--- config.mk ---
export PLATFORM = sky130hd
export DESIGN_NAME = product_bcd_converter
export DESIGN_NICKNAME = d
export VERILOG_FILES = /design/src/rtl/alu_pkg.sv /design/src/rtl/bcd_digit_adjust.sv /design/src/rtl/product_bcd_converter.sv
export SDC_FILE = /design/constraint.sdc
export NUM_CORES = 1
export LEC_CHECK = 0
export ABC_AREA = 0
export CAP_MARGIN = 0
export CORE_ASPECT_RATIO = 2
export CORE_MARGIN = 3
export CORE_UTILIZATION = 47
export CTS_CLUSTER_DIAMETER = 60
export DETAILED_ROUTE_END_ITERATION = 8
export GPL_ROUTABILITY_DRIVEN = 0
export PLACE_DENSITY_LB_ADDON = 0.25
export SLEW_MARGIN = 10
export SYNTH_ARGS = -nofsm -noshare
export SYNTH_HDL_FRONTEND = slang
export SYNTH_SLANG_ARGS = --single-unit
--- constraint.sdc ---
create_clock -name clk -period 1.53 [get_ports clk]
set_input_delay 0.306 -clock clk [delete_from_list [all_inputs] [get_ports clk]]
set_output_delay 0.306 -clock clk [all_outputs]
set_load 0.01 [all_outputs]
--- src/rtl/alu_pkg.sv ---
// Shared definitions for the product-to-BCD converter.
//   state_t           : converter FSM states
//   BLANK_DIGIT       : code driven on a blanked display digit
//   BCD_ADJ_THRESHOLD : double-dabble nibble value that triggers the +3 adjust
package alu_pkg;

    typedef enum logic [1:0] {
        IDLE  = 2'd0,
        SHIFT = 2'd1,
        DONE  = 2'd2
    } state_t;

    localparam logic [3:0] BLANK_DIGIT       = 4'hF;
    localparam logic [3:0] BCD_ADJ_THRESHOLD = 4'd5;

endpackage

--- src/rtl/bcd_digit_adjust.sv ---
// Double-dabble nibble correction: adds 3 when the nibble is 5 or more.
// Ports:
//   digit    in  4  BCD nibble before the shift
//   adjusted out 4  nibble after the conditional +3 (no carry out)
module bcd_digit_adjust
    import alu_pkg::*;
(
    input  logic [3:0] digit,
    output logic [3:0] adjusted
);

    assign adjusted = (digit >= BCD_ADJ_THRESHOLD) ? digit + 4'd3 : digit;

endmodule

--- src/rtl/product_bcd_converter.sv ---
// Converts an unsigned product (up to 63) into two BCD digits with a
// serial double-dabble, one bit per cycle, behind valid/ready handshakes.
// Build option: define PRODUCT_BCD_BLANK_EN to show a zero tens digit as
// the blank code BLANK_DIGIT.
// Ports:
//   clk, rst    clock and synchronous active-high reset
//   in_valid    product_in is valid            in_ready  ready to accept (IDLE)
//   product_in  binary product (IN_WIDTH bits)
//   out_valid   digits hold a result (DONE)     out_ready downstream consumes
//   tens_out    BCD tens digit                  ones_out  BCD ones digit
//
// state | meaning
// IDLE  | waiting for a product, in_ready=1
// SHIFT | one double-dabble step per cycle, IN_WIDTH steps total
// DONE  | result presented, waiting for out_ready
module product_bcd_converter
    import alu_pkg::*;
#(
    parameter int IN_WIDTH = 6
) (
    input  logic                clk,
    input  logic                rst,
    input  logic                in_valid,
    output logic                in_ready,
    input  logic [IN_WIDTH-1:0] product_in,
    output logic                out_valid,
    input  logic                out_ready,
    output logic [3:0]          tens_out,
    output logic [3:0]          ones_out
);

    localparam int FW = IN_WIDTH + 8;
    localparam logic [2:0] LAST_SHIFT = 3'(IN_WIDTH - 1);

    state_t         state;
    logic [2:0]     cnt;
    // {tens nibble, ones nibble, remaining binary bits}
    logic [FW-1:0]  field;
    logic [3:0]     tens_adj;
    logic [3:0]     ones_adj;
    logic [FW-1:0]  shifted;
    logic [3:0]     tens_disp;

    bcd_digit_adjust u_adj_tens (
        .digit    (field[FW-1 -: 4]),
        .adjusted (tens_adj)
    );

    bcd_digit_adjust u_adj_ones (
        .digit    (field[FW-5 -: 4]),
        .adjusted (ones_adj)
    );

    assign shifted = {tens_adj, ones_adj, field[IN_WIDTH-1:0]} << 1;

`ifdef PRODUCT_BCD_BLANK_EN
    assign tens_disp = (shifted[FW-1 -: 4] == 4'd0) ? BLANK_DIGIT : shifted[FW-1 -: 4];
`else
    assign tens_disp = shifted[FW-1 -: 4];
`endif

    always_ff @(posedge clk) begin
        if (rst) begin
            state     <= IDLE;
            cnt       <= '0;
            field     <= '0;
            in_ready  <= 1'b1;
            out_valid <= 1'b0;
            tens_out  <= 4'd0;
            ones_out  <= 4'd0;
        end else begin
            case (state)
                IDLE: begin
                    if (in_valid) begin
                        field    <= {8'd0, product_in};
                        cnt      <= '0;
                        in_ready <= 1'b0;
                        state    <= SHIFT;
                    end
                end
                SHIFT: begin
                    field <= shifted;
                    cnt   <= cnt + 3'd1;
                    // Digits are taken from the final shift so they update
                    // on the same edge that raises out_valid.
                    if (cnt == LAST_SHIFT) begin
                        state     <= DONE;
                        out_valid <= 1'b1;
                        tens_out  <= tens_disp;
                        ones_out  <= shifted[FW-5 -: 4];
                    end
                end
                DONE: begin
                    if (out_ready) begin
                        state     <= IDLE;
                        out_valid <= 1'b0;
                        in_ready  <= 1'b1;
                    end
                end
                default: begin
                    state     <= IDLE;
                    in_ready  <= 1'b1;
                    out_valid <= 1'b0;
                end
            endcase
        end
    end

endmodule
**Cell sizes after repair**

The bar under the picture is 10 um long.
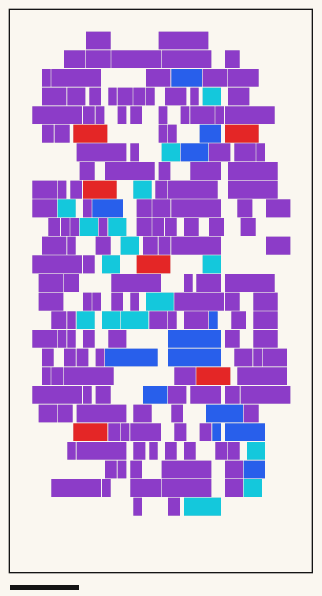
Key: _3 and _4 cells = cyan [cells 16, most used buf_4]; _0 and _1 cells = purple [cells 156, most used nor2_1]; _2 cells = blue [cells 13, most used dfxtp_2]; _6 and larger = red [cells 6, most used clkbuf_8]

**Sequential cells grouped by signal name**

The bar under the picture is 10 um long. Other sequential cells in the stronger gray, the rest of the logic in the fainter gray.
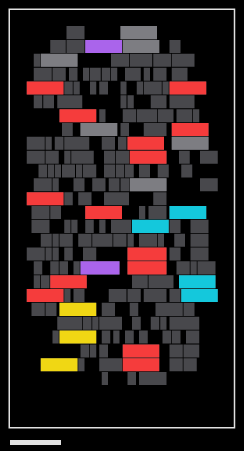
Key: state = purple [sequential cells 2]; cnt = yellow [sequential cells 3]; ones_out = cyan [sequential cells 4, where middle right]; field = red [sequential cells 14]

**The metal 2 layer**

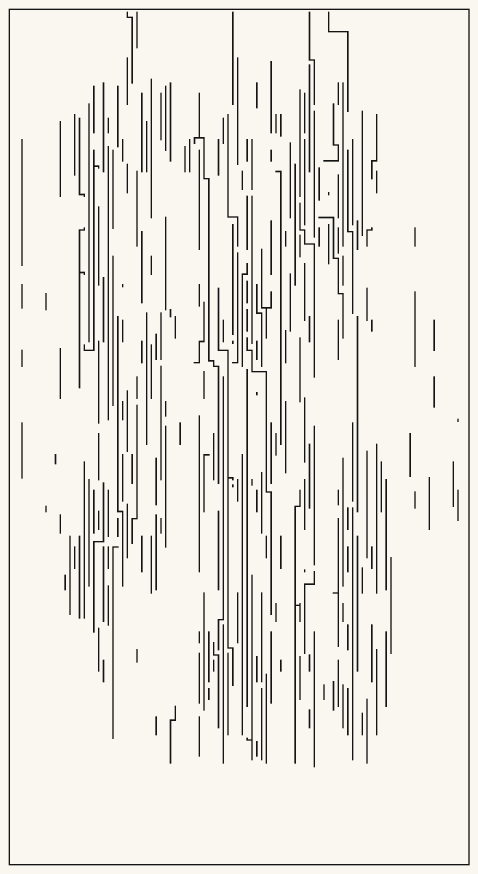
The layer holds 55% of the routed length. 173 nets have wire on it. The wires run mostly vertical. The longest straight run is 32.3 um.

==> results.cfg <==
; generated from flow reports
[run_status]
status = completed

[logic_synthesis]
synth.avg_cell_area_sq_um = 8.53
synth.top_cell.area_share_pct = 42.8
ys_warn_count = 0
fp_nets = 175
numSynthFlops = 29
yosys-stat-cells = 159
synth_cells = 159
synth_area_sq_um = 1360
yosys_area_sq_um = 1360
ys_top_cells_by_area = dfxtp_1 43%, nor2_1 8.3%, a21oi_1 6.3%
largest_area_cell = dfxtp_1
seq_area_frac_synth_pct = 42.8

[detailed_routing]
ant_nets = 0
dr_wl_met2_um = 1680
drt-initial-drc-count = 24
top_layer = met4
drt-met1-wl_um = 1180
via_per_inst = 5.54
vias = 1219
met3WireLength_um = 91
routed_wl_um = 3060
wire_per_inst_um = 13.9

[pwr]
clockPowerShare_pct = 39.5
peakVddDrop_mv = 0.615
p_sw_mw = 0.368
internal_power_mw = 1.22
power_density_nw_per_um2 = 902
leakagePower_nw = 0.658
power_mw = 1.58
sw_frac_of_total_pct = 23.2
p_seq_share_pct = 50.2

[final_timing]
hold_violations = 0
fmax_ghz = 0.676
fin_crit_ns = 1.48
finalMaxSlewViolations = 0
timing.hold.ws_ns = 0.480
worstMarginPinSlew_ns = 0.431
setup_viol = 0
clock_skew_ns = 0.00356
finalCritPeriodShare_pct = 96.7
slew_headroom_pct = 71.2
fin_setup_tns_ns = 0

[clocking]
cts_buffer_depth = 2
clkSlewWorstSetupHoldPaths_ns = 0.06
clkSinkCount = 29
cts_resized = 3
cts_tree = done
clk_latency_ns = 0.28
cts_setup_buffers = 0
cts_root_buffer = clkbuf_8
hold_buffers = 0
numCtsBuffers = 5
htreeDepth = 2

[floorplanning]
coreArea_sq_um = 2770
rows = 27
dieArea_sq_um = 3610
fp.dieW_um = 44.0
fp_util_pct = 49.0
ioPinCount = 20
dieHeight_um = 82.0

[critical_path]
slowest_stage = dfxtp_2
critPathMaxFanout = 4
worstPathCellList = inv_2 -> ha_1 -> nand2b_1 -> nor3b_1 -> a21oi_1 -> o32ai_1
arrival_ns = 1.62
cp.required_ns = 1.67
critPathMaxStageDelay_ns = 0.34
endpoint_kind = flop
startpoint_type = flop
path_class = reg -> reg
critPathBufInv = 1

[final_layout]
stdcell_area_sq_um = 1760
final_cell_mix = 30 x nor2_1, 26 x dfxtp_1, 19 x clkdlybuf4s50_1, 15 x a21oi_1, 13 x buf_4
finalNonFillerCells = 220
drive_gt1_share_pct = 18.3
layout_top_cell = nor2_1
utilization_pct = 63.4
fin_nets = 207
antenna_cells = 0
syn_to_final_growth_pct = 29.5

[global_routing]
grt_pass1_wl_um = 5180
grt_pass1_vias = 1256
track_usage_pct = 19.5
grtUsageMet1_pct = 18.3
globalRouteOverflowTotal = 0
grt_start_max_net_pins = 23
antenna_found_initial = 0
busiest_layer = met2
grt.met2_usage_pct = 35.7
grt.met3_usage_pct = 4.61

[place]
place_ws_ns = -0.0840
io_buffer_count = 19
placed_area_sq_um = 1650
placed_cells = 213
dp_hpwl_um = 2310

[run]
warnings = 29
drv_cap = 0

[hold_path]
hp-class = reg -> reg
final cells by class:
class                           instances  area [sq um]
Clock buffer                            7          86.3
Sequential cell                        29           584
Inverter                                6          22.5
Timing Repair Buffer                   32           288
Multi-Input combinational cell        117           739
Tap cell                               29          36.3
Fill cell                             238          1010
flip-flops by register name (all words and copies together), names as in the netlist:
register,cells
ones_out,4
out_valid,1
tens_out,4
cnt,3
field,14
in_ready,1
state,2
cell usage after synthesis:
library cell and instances:
nand3b_1 4, a21oi_1 17, a2bb2oi_1 1, o32ai_1 3, o21ai_0 3, o21ai_1 3
dfxtp_1 29, a211oi_2 2, xnor2_1 2, or3_4 1, or2_1 1, inv_1 6
o21bai_1 1, mux2i_1 1, nand3_2 1, mux2_2 2, nand2b_1 10, nor3_1 8
clkbuf_1 2, buf_2 4, nor3b_1 3, nand3_1 2, buf_4 1, a211oi_1 1
nand2_1 2, nor2b_1 6, ha_1 6, nor2_1 30, nor2_4 1, a22oi_1 1
o22ai_1 4, a311oi_1 1
cells by family after synthesis:
kind of cell	Yosys count	share of synthesized area, %
muxes	3	2.40
AOI/OAI and AO/OA	37	17.1
xor gates and xnor gates	2	1.29
adders and majority gates	6	5.53
DFF	29	42.8
and+or+nand+nor	69	26.7
buffers and inverters	13	4.24
final timing paths:
kind         cells after the start          end   startpoint  slack (ns)
min reg2reg                      2  tens_out[1]  tens_out[1]        0.48
max reg2reg                      6    field[10]     field[7]        0.05
max                              6    field[10]     field[7]        0.05
min                              2  tens_out[1]  tens_out[1]        0.48
power groups by stage:
stage               logic (mW)  clock network, mW  registers (mW)
CTS                      0.164              0.639           0.795
global placement         0.156                  0           0.809
global route             0.183              0.669           0.799
finish                   0.163              0.626           0.796
floorplan               0.0930                  0           0.807
detailed placement       0.161                  0           0.811
Power is estimated from default activity; no workload was simulated.
